<file path="src/rtl/mem_rr_arbiter_if.sv">
// mem_rr_arbiter_if: bundle of every handshake/bus signal around mem_rr_arbiter.
//   slave  modport : the arbiter's own view (takes requester commands and
//                    memory responses, drives grants, memory commands and
//                    routed responses).
//   master modport : the surrounding system's view (requesters + memory).
// Signals:
//   slv_cmd_valid/ready/read_enable/write_enable/addr/data : per-port commands
//   slv_rsp_valid/ready/data                                : per-port responses
//   mst_cmd_valid/ready/read_enable/write_enable/addr/data : arbitrated command
//   mst_rsp_valid/ready/data                                : memory response
//   outstanding, orphan_flag                                : status
interface mem_rr_arbiter_if #(
  parameter int unsigned PORTS           = 2,
  parameter int unsigned ADDR_WIDTH      = 32,
  parameter int unsigned DATA_WIDTH      = 32,
  parameter int unsigned MAX_OUTSTANDING = 4
);
  localparam int unsigned WE        = DATA_WIDTH / 8;
  localparam int unsigned CNT_WIDTH = $clog2(MAX_OUTSTANDING + 1);

  logic [PORTS-1:0]            slv_cmd_valid;
  logic [PORTS-1:0]            slv_cmd_ready;
  logic [PORTS-1:0]            slv_cmd_read_enable;
  logic [PORTS*WE-1:0]         slv_cmd_write_enable;
  logic [PORTS*ADDR_WIDTH-1:0] slv_cmd_addr;
  logic [PORTS*DATA_WIDTH-1:0] slv_cmd_data;
  logic [PORTS-1:0]            slv_rsp_valid;
  logic [PORTS-1:0]            slv_rsp_ready;
  logic [DATA_WIDTH-1:0]       slv_rsp_data;

  logic                        mst_cmd_valid;
  logic                        mst_cmd_ready;
  logic                        mst_cmd_read_enable;
  logic [WE-1:0]               mst_cmd_write_enable;
  logic [ADDR_WIDTH-1:0]       mst_cmd_addr;
  logic [DATA_WIDTH-1:0]       mst_cmd_data;
  logic                        mst_rsp_valid;
  logic                        mst_rsp_ready;
  logic [DATA_WIDTH-1:0]       mst_rsp_data;

  logic [CNT_WIDTH-1:0]        outstanding;
  logic                        orphan_flag;

  modport slave (
    input  slv_cmd_valid, slv_cmd_read_enable, slv_cmd_write_enable,
           slv_cmd_addr, slv_cmd_data, slv_rsp_ready,
           mst_cmd_ready, mst_rsp_valid, mst_rsp_data,
    output slv_cmd_ready, slv_rsp_valid, slv_rsp_data,
           mst_cmd_valid, mst_cmd_read_enable, mst_cmd_write_enable,
           mst_cmd_addr, mst_cmd_data, mst_rsp_ready,
           outstanding, orphan_flag
  );

  modport master (
    output slv_cmd_valid, slv_cmd_read_enable, slv_cmd_write_enable,
           slv_cmd_addr, slv_cmd_data, slv_rsp_ready,
           mst_cmd_ready, mst_rsp_valid, mst_rsp_data,
    input  slv_cmd_ready, slv_rsp_valid, slv_rsp_data,
           mst_cmd_valid, mst_cmd_read_enable, mst_cmd_write_enable,
           mst_cmd_addr, mst_cmd_data, mst_rsp_ready,
           outstanding, orphan_flag
  );
endinterface

</file>
<file path="src/rtl/mem_rr_arbiter.sv">
// mem_rr_arbiter: PORTS-way round-robin arbiter in front of one memory port.
// Commands pass through a one-entry output register; the index of every
// accepted port is queued in an order FIFO so each memory response (one per
// command, in order) is routed back to the port that issued it.
// Ports:
//   clk  : clock
//   rst  : asynchronous active-low reset
//   bus  : mem_rr_arbiter_if.slave (requester commands/responses, memory
//          command/response, outstanding count, sticky orphan_flag)
// Optional feature: define MEM_RR_ARBITER_PRIORITY0_EN to make port 0 win
// whenever it is valid; the remaining ports then round-robin among themselves.
module mem_rr_arbiter #(
  parameter int unsigned PORTS           = 2,
  parameter int unsigned ADDR_WIDTH      = 32,
  parameter int unsigned DATA_WIDTH      = 32,
  parameter int unsigned MAX_OUTSTANDING = 4
) (
  input logic            clk,
  input logic            rst,
  mem_rr_arbiter_if.slave bus
);
  localparam int unsigned WE = DATA_WIDTH / 8;
  localparam int unsigned PW = (PORTS > 1) ? $clog2(PORTS) : 1;
  localparam int unsigned FW = (MAX_OUTSTANDING > 1) ? $clog2(MAX_OUTSTANDING) : 1;
  localparam int unsigned CW = $clog2(MAX_OUTSTANDING + 1);

  typedef logic [PW-1:0] port_t;

  // Sequential state
  logic                  run;
  port_t                 rr_ptr;
  logic                  out_valid;
  logic                  out_re;
  logic [WE-1:0]         out_we;
  logic [ADDR_WIDTH-1:0] out_addr;
  logic [DATA_WIDTH-1:0] out_data;
  port_t                 fifo_mem [MAX_OUTSTANDING];
  logic [FW-1:0]         wr_ptr;
  logic [FW-1:0]         rd_ptr;
  logic [CW-1:0]         count;
  logic                  orphan;

  // Combinational decode
  logic                  fifo_empty;
  logic                  fifo_full;
  port_t                 head;
  logic                  rsp_pop;
  logic                  gnt_found;
  port_t                 gnt_idx;
  logic                  load_ok;
  logic                  accept;
  logic                  sel_re;
  logic [WE-1:0]         sel_we;
  logic [ADDR_WIDTH-1:0] sel_addr;
  logic [DATA_WIDTH-1:0] sel_data;

  assign fifo_empty = (count == '0);
  assign fifo_full  = (count == CW'(MAX_OUTSTANDING));
  assign head       = fifo_mem[rd_ptr];
  assign rsp_pop    = bus.mst_rsp_valid && !fifo_empty && bus.slv_rsp_ready[head];

  // Search from rr_ptr for the first valid port.
  always_comb begin
    int unsigned cand;
    port_t       cidx;
    gnt_found = 1'b0;
    gnt_idx   = '0;
    for (int unsigned i = 0; i < PORTS; i++) begin
      cand = 32'(rr_ptr) + i;
      if (cand >= PORTS) cand = cand - PORTS;
      cidx = port_t'(cand);
`ifdef MEM_RR_ARBITER_PRIORITY0_EN
      if (!gnt_found && (cidx != '0) && bus.slv_cmd_valid[cidx]) begin
`else
      if (!gnt_found && bus.slv_cmd_valid[cidx]) begin
`endif
        gnt_found = 1'b1;
        gnt_idx   = cidx;
      end
    end
`ifdef MEM_RR_ARBITER_PRIORITY0_EN
    if (bus.slv_cmd_valid[0]) begin
      gnt_found = 1'b1;
      gnt_idx   = '0;
    end
`endif
  end

  always_comb begin
    sel_re   = 1'b0;
    sel_we   = '0;
    sel_addr = '0;
    sel_data = '0;
    for (int unsigned p = 0; p < PORTS; p++) begin
      if (gnt_idx == port_t'(p)) begin
        sel_re   = bus.slv_cmd_read_enable[p];
        sel_we   = bus.slv_cmd_write_enable[p*WE +: WE];
        sel_addr = bus.slv_cmd_addr[p*ADDR_WIDTH +: ADDR_WIDTH];
        sel_data = bus.slv_cmd_data[p*DATA_WIDTH +: DATA_WIDTH];
      end
    end
  end

  // A full order FIFO still accepts when a response pops in the same cycle,
  // so the occupancy stays at MAX_OUTSTANDING. run keeps ready low in reset.
  assign load_ok = run && (!out_valid || bus.mst_cmd_ready) && (!fifo_full || rsp_pop);
  assign accept  = gnt_found && load_ok;

  always_comb begin
    bus.slv_cmd_ready          = '0;
    bus.slv_cmd_ready[gnt_idx] = accept;
  end

  always_comb begin
    bus.slv_rsp_valid = '0;
    if (bus.mst_rsp_valid && !fifo_empty) bus.slv_rsp_valid[head] = 1'b1;
    // With nothing outstanding, stray responses are drained.
    bus.mst_rsp_ready = fifo_empty ? 1'b1 : bus.slv_rsp_ready[head];
  end

  assign bus.slv_rsp_data         = bus.mst_rsp_data;
  assign bus.mst_cmd_valid        = out_valid;
  assign bus.mst_cmd_read_enable  = out_re;
  assign bus.mst_cmd_write_enable = out_we;
  assign bus.mst_cmd_addr         = out_addr;
  assign bus.mst_cmd_data         = out_data;
  assign bus.outstanding          = count;
  assign bus.orphan_flag          = orphan;

  always_ff @(posedge clk or negedge rst) begin
    if (!rst) begin
      run       <= 1'b0;
      rr_ptr    <= '0;
      out_valid <= 1'b0;
      out_re    <= 1'b0;
      out_we    <= '0;
      out_addr  <= '0;
      out_data  <= '0;
      wr_ptr    <= '0;
      rd_ptr    <= '0;
      count     <= '0;
      orphan    <= 1'b0;
      for (int unsigned i = 0; i < MAX_OUTSTANDING; i++) fifo_mem[i] <= '0;
    end else begin
      run <= 1'b1;

      if (accept) begin
        out_valid        <= 1'b1;
        out_re           <= sel_re;
        out_we           <= sel_we;
        out_addr         <= sel_addr;
        out_data         <= sel_data;
        fifo_mem[wr_ptr] <= gnt_idx;
        wr_ptr           <= (wr_ptr == FW'(MAX_OUTSTANDING - 1)) ? '0 : wr_ptr + FW'(1);
`ifdef MEM_RR_ARBITER_PRIORITY0_EN
        if (gnt_idx != '0)
          rr_ptr <= (gnt_idx == port_t'(PORTS - 1)) ? '0 : gnt_idx + port_t'(1);
`else
        rr_ptr <= (gnt_idx == port_t'(PORTS - 1)) ? '0 : gnt_idx + port_t'(1);
`endif
      end else if (bus.mst_cmd_ready) begin
        out_valid <= 1'b0;
      end

      if (rsp_pop)
        rd_ptr <= (rd_ptr == FW'(MAX_OUTSTANDING - 1)) ? '0 : rd_ptr + FW'(1);

      if (accept && !rsp_pop)      count <= count + CW'(1);
      else if (!accept && rsp_pop) count <= count - CW'(1);

      if (bus.mst_rsp_valid && fifo_empty) orphan <= 1'b1;
    end
  end
endmodule
</file>
<file path="src/flat_wrapper.sv">
// flat-port wrapper written by rule: the top's interface ports become plain ports
module mem_rr_arbiter_flat 
#(
  parameter int unsigned PORTS           = 2,
  parameter int unsigned ADDR_WIDTH      = 32,
  parameter int unsigned DATA_WIDTH      = 32,
  parameter int unsigned MAX_OUTSTANDING = 4
)
  (clk, rst, bus_slv_cmd_valid, bus_slv_cmd_read_enable, bus_slv_cmd_write_enable, bus_slv_cmd_addr, bus_slv_cmd_data, bus_slv_rsp_ready, bus_mst_cmd_ready, bus_mst_rsp_valid, bus_mst_rsp_data, bus_slv_cmd_ready, bus_slv_rsp_valid, bus_slv_rsp_data, bus_mst_cmd_valid, bus_mst_cmd_read_enable, bus_mst_cmd_write_enable, bus_mst_cmd_addr, bus_mst_cmd_data, bus_mst_rsp_ready, bus_outstanding, bus_orphan_flag);
  mem_rr_arbiter_if #(.PORTS(PORTS), .ADDR_WIDTH(ADDR_WIDTH), .DATA_WIDTH(DATA_WIDTH), .MAX_OUTSTANDING(MAX_OUTSTANDING)) bus_i ();
  input logic clk;
  input logic rst;
  input wire logic [$bits(bus_i.slv_cmd_valid)-1:0] bus_slv_cmd_valid;
  input wire logic [$bits(bus_i.slv_cmd_read_enable)-1:0] bus_slv_cmd_read_enable;
  input wire logic [$bits(bus_i.slv_cmd_write_enable)-1:0] bus_slv_cmd_write_enable;
  input wire logic [$bits(bus_i.slv_cmd_addr)-1:0] bus_slv_cmd_addr;
  input wire logic [$bits(bus_i.slv_cmd_data)-1:0] bus_slv_cmd_data;
  input wire logic [$bits(bus_i.slv_rsp_ready)-1:0] bus_slv_rsp_ready;
  input wire logic [$bits(bus_i.mst_cmd_ready)-1:0] bus_mst_cmd_ready;
  input wire logic [$bits(bus_i.mst_rsp_valid)-1:0] bus_mst_rsp_valid;
  input wire logic [$bits(bus_i.mst_rsp_data)-1:0] bus_mst_rsp_data;
  output wire logic [$bits(bus_i.slv_cmd_ready)-1:0] bus_slv_cmd_ready;
  output wire logic [$bits(bus_i.slv_rsp_valid)-1:0] bus_slv_rsp_valid;
  output wire logic [$bits(bus_i.slv_rsp_data)-1:0] bus_slv_rsp_data;
  output wire logic [$bits(bus_i.mst_cmd_valid)-1:0] bus_mst_cmd_valid;
  output wire logic [$bits(bus_i.mst_cmd_read_enable)-1:0] bus_mst_cmd_read_enable;
  output wire logic [$bits(bus_i.mst_cmd_write_enable)-1:0] bus_mst_cmd_write_enable;
  output wire logic [$bits(bus_i.mst_cmd_addr)-1:0] bus_mst_cmd_addr;
  output wire logic [$bits(bus_i.mst_cmd_data)-1:0] bus_mst_cmd_data;
  output wire logic [$bits(bus_i.mst_rsp_ready)-1:0] bus_mst_rsp_ready;
  output wire logic [$bits(bus_i.outstanding)-1:0] bus_outstanding;
  output wire logic [$bits(bus_i.orphan_flag)-1:0] bus_orphan_flag;
  assign bus_i.slv_cmd_valid = bus_slv_cmd_valid;
  assign bus_i.slv_cmd_read_enable = bus_slv_cmd_read_enable;
  assign bus_i.slv_cmd_write_enable = bus_slv_cmd_write_enable;
  assign bus_i.slv_cmd_addr = bus_slv_cmd_addr;
  assign bus_i.slv_cmd_data = bus_slv_cmd_data;
  assign bus_i.slv_rsp_ready = bus_slv_rsp_ready;
  assign bus_i.mst_cmd_ready = bus_mst_cmd_ready;
  assign bus_i.mst_rsp_valid = bus_mst_rsp_valid;
  assign bus_i.mst_rsp_data = bus_mst_rsp_data;
  assign bus_slv_cmd_ready = bus_i.slv_cmd_ready;
  assign bus_slv_rsp_valid = bus_i.slv_rsp_valid;
  assign bus_slv_rsp_data = bus_i.slv_rsp_data;
  assign bus_mst_cmd_valid = bus_i.mst_cmd_valid;
  assign bus_mst_cmd_read_enable = bus_i.mst_cmd_read_enable;
  assign bus_mst_cmd_write_enable = bus_i.mst_cmd_write_enable;
  assign bus_mst_cmd_addr = bus_i.mst_cmd_addr;
  assign bus_mst_cmd_data = bus_i.mst_cmd_data;
  assign bus_mst_rsp_ready = bus_i.mst_rsp_ready;
  assign bus_outstanding = bus_i.outstanding;
  assign bus_orphan_flag = bus_i.orphan_flag;
  mem_rr_arbiter #(.PORTS(PORTS), .ADDR_WIDTH(ADDR_WIDTH), .DATA_WIDTH(DATA_WIDTH), .MAX_OUTSTANDING(MAX_OUTSTANDING)) u_core (.clk(clk), .rst(rst), .bus(bus_i));
endmodule
</file>
<file path="config.mk">
export PLATFORM = sky130hd
export DESIGN_NAME = mem_rr_arbiter_flat
export DESIGN_NICKNAME = d
export VERILOG_FILES = /design/src/rtl/mem_rr_arbiter_if.sv /design/src/rtl/mem_rr_arbiter.sv /design/src/flat_wrapper.sv
export SDC_FILE = /design/constraint.sdc
export NUM_CORES = 1
export LEC_CHECK = 0
export CORE_AREA = 8 8 122 124
export CTS_CLUSTER_SIZE = 25
export DETAILED_ROUTE_END_ITERATION = 8
export DIE_AREA = 0 0 130 132
export PLACE_DENSITY = 0.84
export REMOVE_ABC_BUFFERS = 1
export SLEW_MARGIN = 20
export SYNTH_ARGS = -nofsm -noshare
export SYNTH_HDL_FRONTEND = slang
export SYNTH_SLANG_ARGS = --single-unit
export TNS_END_PERCENT = 20
</file>
<file path="constraint.sdc">
create_clock -name clk -period 3 [get_ports clk]
set_input_delay 0.9 -clock clk [delete_from_list [all_inputs] [get_ports clk]]
set_output_delay 0.9 -clock clk [all_outputs]
set_load 0.01 [all_outputs]
</file>
Figure 1. Met1 routing.
(3 px per um) Supply wires on this layer in grey.
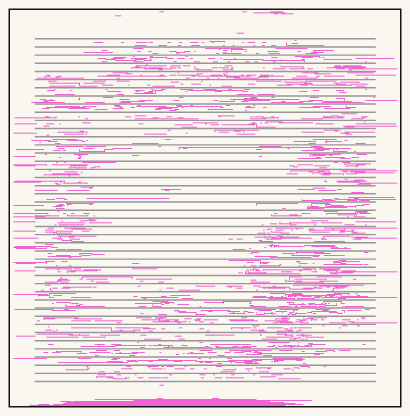
longest straight run: 85.1 um
nets with wire on the layer: 614
wire length on this layer: 5290 um
routed wire length: 14400 um
met1 Resource Use GR: 17.6%
routed via count: 3445

Figure 2. Routed metal, one colour a layer.
(3 px per um) Only two layers are drawn.
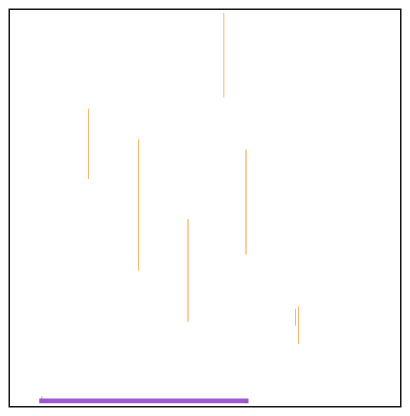
[purple] metal 5 | wire length: 68.1 um
[orange] metal 4 | wire length: 183 um
All-Layer GR Usage: 16.4%
average routed wire per standard cell: 19.8 um

Figure 3. Routing congestion map.
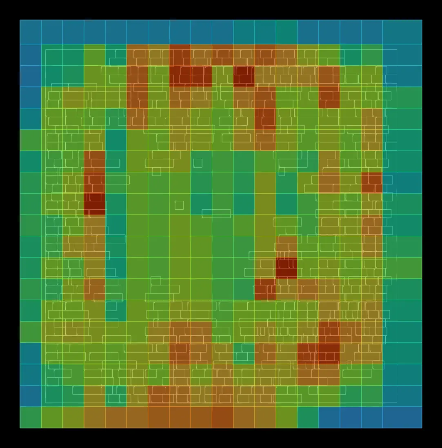
final core utilization: 56.6%
GR peak layer: met2
met3 GRT Util: 9.43%

Figure 4. Close-up of the layout.
Window x 50 to 80, y 77 to 107 um. Cells in grey, sequential cells in the stronger grey; small squares are vias.
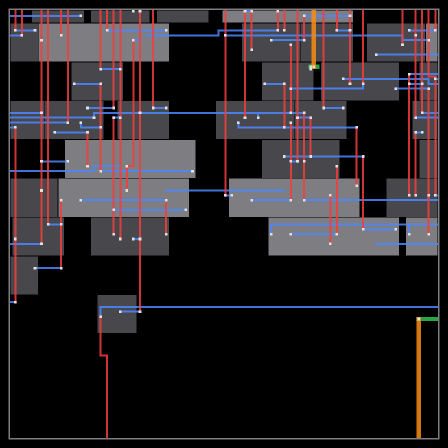
[blue] metal 1
[orange] metal 4
[green] metal 3
[red] metal 2
sequential cells in the window: 5
cells with their middle in the window: 21
netlist names of flops here include: u_core.bus.mst_cmd_data (3)
most frequent: clkdlybuf4s50_1 (7), mux2_4 (5), dfrtp_1 (5)

Figure 5. Selected gate families.
(4 px per um)
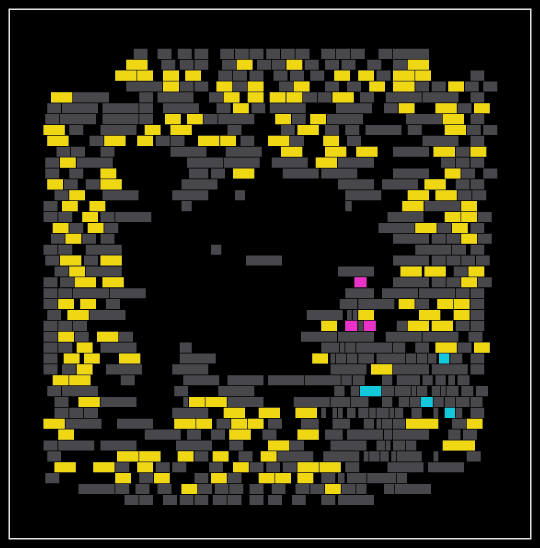
[yellow] multiplexers | cells: 146 | where: widely spread
[cyan] AND-OR and OR-AND gates | cells: 4 | where: bottom right
[magenta] XOR/XNOR gates | cells: 3
Comb area share: 30.9%
Top cell excl fill/tap: clkdlybuf4s50_1
Final Non-Filler Cells: 725

==> impl_metrics.toml <==
# flow metrics
[clock_network]
cts_htree_levels = 3
clock_path_buffers = 2
clkSinkCount = 84

[routing]
drt_first_iter_violations = 167

[setup_path]
worst_ep_arrival_time_ns = 2.09
cp_top_family = "buffers and inverters"
regToRegSetupSlack_ns = 0.12
worst-endpoint-required_ns = 2.10

[synthesis]
synthAdderAreaFrac_pct = 1.98
syn-instance-count = 332
synthTopLogicFamily = "multiplexers"
ys_sh_aoi_pct = 2.27
syn_avg_cell_area_um2 = 14.4

[global_route]
grt_pass1_wl_um = 22000
gr-total-overflow = 0

[pwr]
p_sw_share_pct = 31.0

[hold_path]
min_to = "u_core.bus.orphan_flag"
hold_depth = 1

[sta]
setup_violations = 0

[floorplan]
die_area_um2 = 17200
dieWidth_um = 130

[final_layout]
final_cell_area_um2 = 7350

[status]
status = "complete, no violations"
## placed cells by master, fill, tap and decap left out, types with 2 or more instances in the layout
| cell type | count |
|---|---|
| buf_2 | 2 |
| mux2_4 | 60 |
| inv_1 | 9 |
| buf_6 | 2 |
| dlygate4sd2_1 | 7 |
| clkbuf_16 | 9 |
| mux2_2 | 84 |
| o31ai_1 | 4 |
| clkbuf_1 | 2 |
| nand4_1 | 4 |
| nor2_1 | 5 |
| buf_4 | 23 |
| xor2_1 | 2 |
| dfrtp_1 | 84 |
| buf_12 | 2 |
| clkbuf_8 | 2 |
| o311ai_0 | 4 |
| ha_1 | 6 |
| clkdlybuf4s50_1 | 213 |
## cell usage after synthesis, types with 2 or more instances
cell type	count	area, um^2
inv_1	9	33.8
mux2_2	84	946
o31ai_1	4	30.0
clkbuf_1	8	30.0
nand2b_1	2	12.5
buf_4	32	240
nand3_1	2	10.0
buf_12	7	140
nor2_1	6	22.5
xor2_1	2	17.5
mux2_4	60	901
o311ai_0	4	35.0
nand4_1	4	25.0
and2_1	2	12.5
dfrtp_1	84	2100
ha_1	6	75.1
## stage by stage
| stage | total power [uW] | cells | util (%) | setup slack, ns |
|---|---|---|---|---|
| 6_report | 6570 | 725 | 56.6 | 0.00674 |
| 5_1_grt | 6960 | 725 | 56.6 | -0.0185 |
| 4_1_cts | 6650 | 723 | 56.4 | -0.0156 |
| 3_5_place_dp | 5550 | 705 | 54.1 | -0.635 |
| 3_3_place_gp | 5430 | 705 | 54.1 | -0.616 |
| 2_1_floorplan | 3790 | 284 | - | -2.53 |
## cell type report
type	instances	area, um^2	area share, %
clock buffers	13	260	3.54
multi-input cells	190	2270	30.9
clock inverters	3	21.3	0.289
well taps	176	220	3.00
repair buffers	249	2440	33.2
flip-flops and latches	84	2100	28.6
inverters	10	40.0	0.545
## power by group through the flow
stage / logic [uW] / clock network (uW) / registers (uW)
floorplan: 1510 / 0 / 2280
global placement: 3390 / 0 / 2040
detailed placement: 3490 / 0 / 2070
CTS: 3510 / 1070 / 2070
global route: 3700 / 1110 / 2150
finish: 3470 / 1030 / 2060
## sequential cells by signal (all words and copies together), names as in the netlist, 2 cells and up
| register | cells |
|---|---|
| u_core.bus.mst_cmd_addr | 32 |
| u_core.bus.mst_cmd_data | 32 |
| u_core.bus.mst_cmd_write_enable | 4 |
| u_core.bus.outstanding | 3 |
| u_core.fifo_mem | 4 |
| u_core.rd_ptr | 2 |
| u_core.wr_ptr | 2 |
## logic make-up (layout without fill, tap and decap cells)
group,count (synthesis),after routing
muxes,146,146
xor gates and xnor gates,3,3
DFF,84,84
buffers and inverters,58,275
and+or+nand+nor,20,20
other,1,1
AOI/OAI and AO/OA,13,13
adders and majority gates,7,7
## routing by layer
layer  part of all wire [%]  up-vias
met5                   0.47        -
met2                     48      201
met3                     13       18
li1                       -     1563
met4                    1.3        2
met1                     37     1661
## repair_timing
| action | 4_1_cts | 5_1_grt |
|---|---|---|
| gates resized | 26 | 4 |
| setup buffers | 2 | 2 |
| cloned | 0 | 0 |
| setup endpoints to repair | 53 | 4 |
| pin swaps | 3 | 2 |
| hold buffers | 0 | 0 |
Power is estimated from default activity; no workload was simulated.
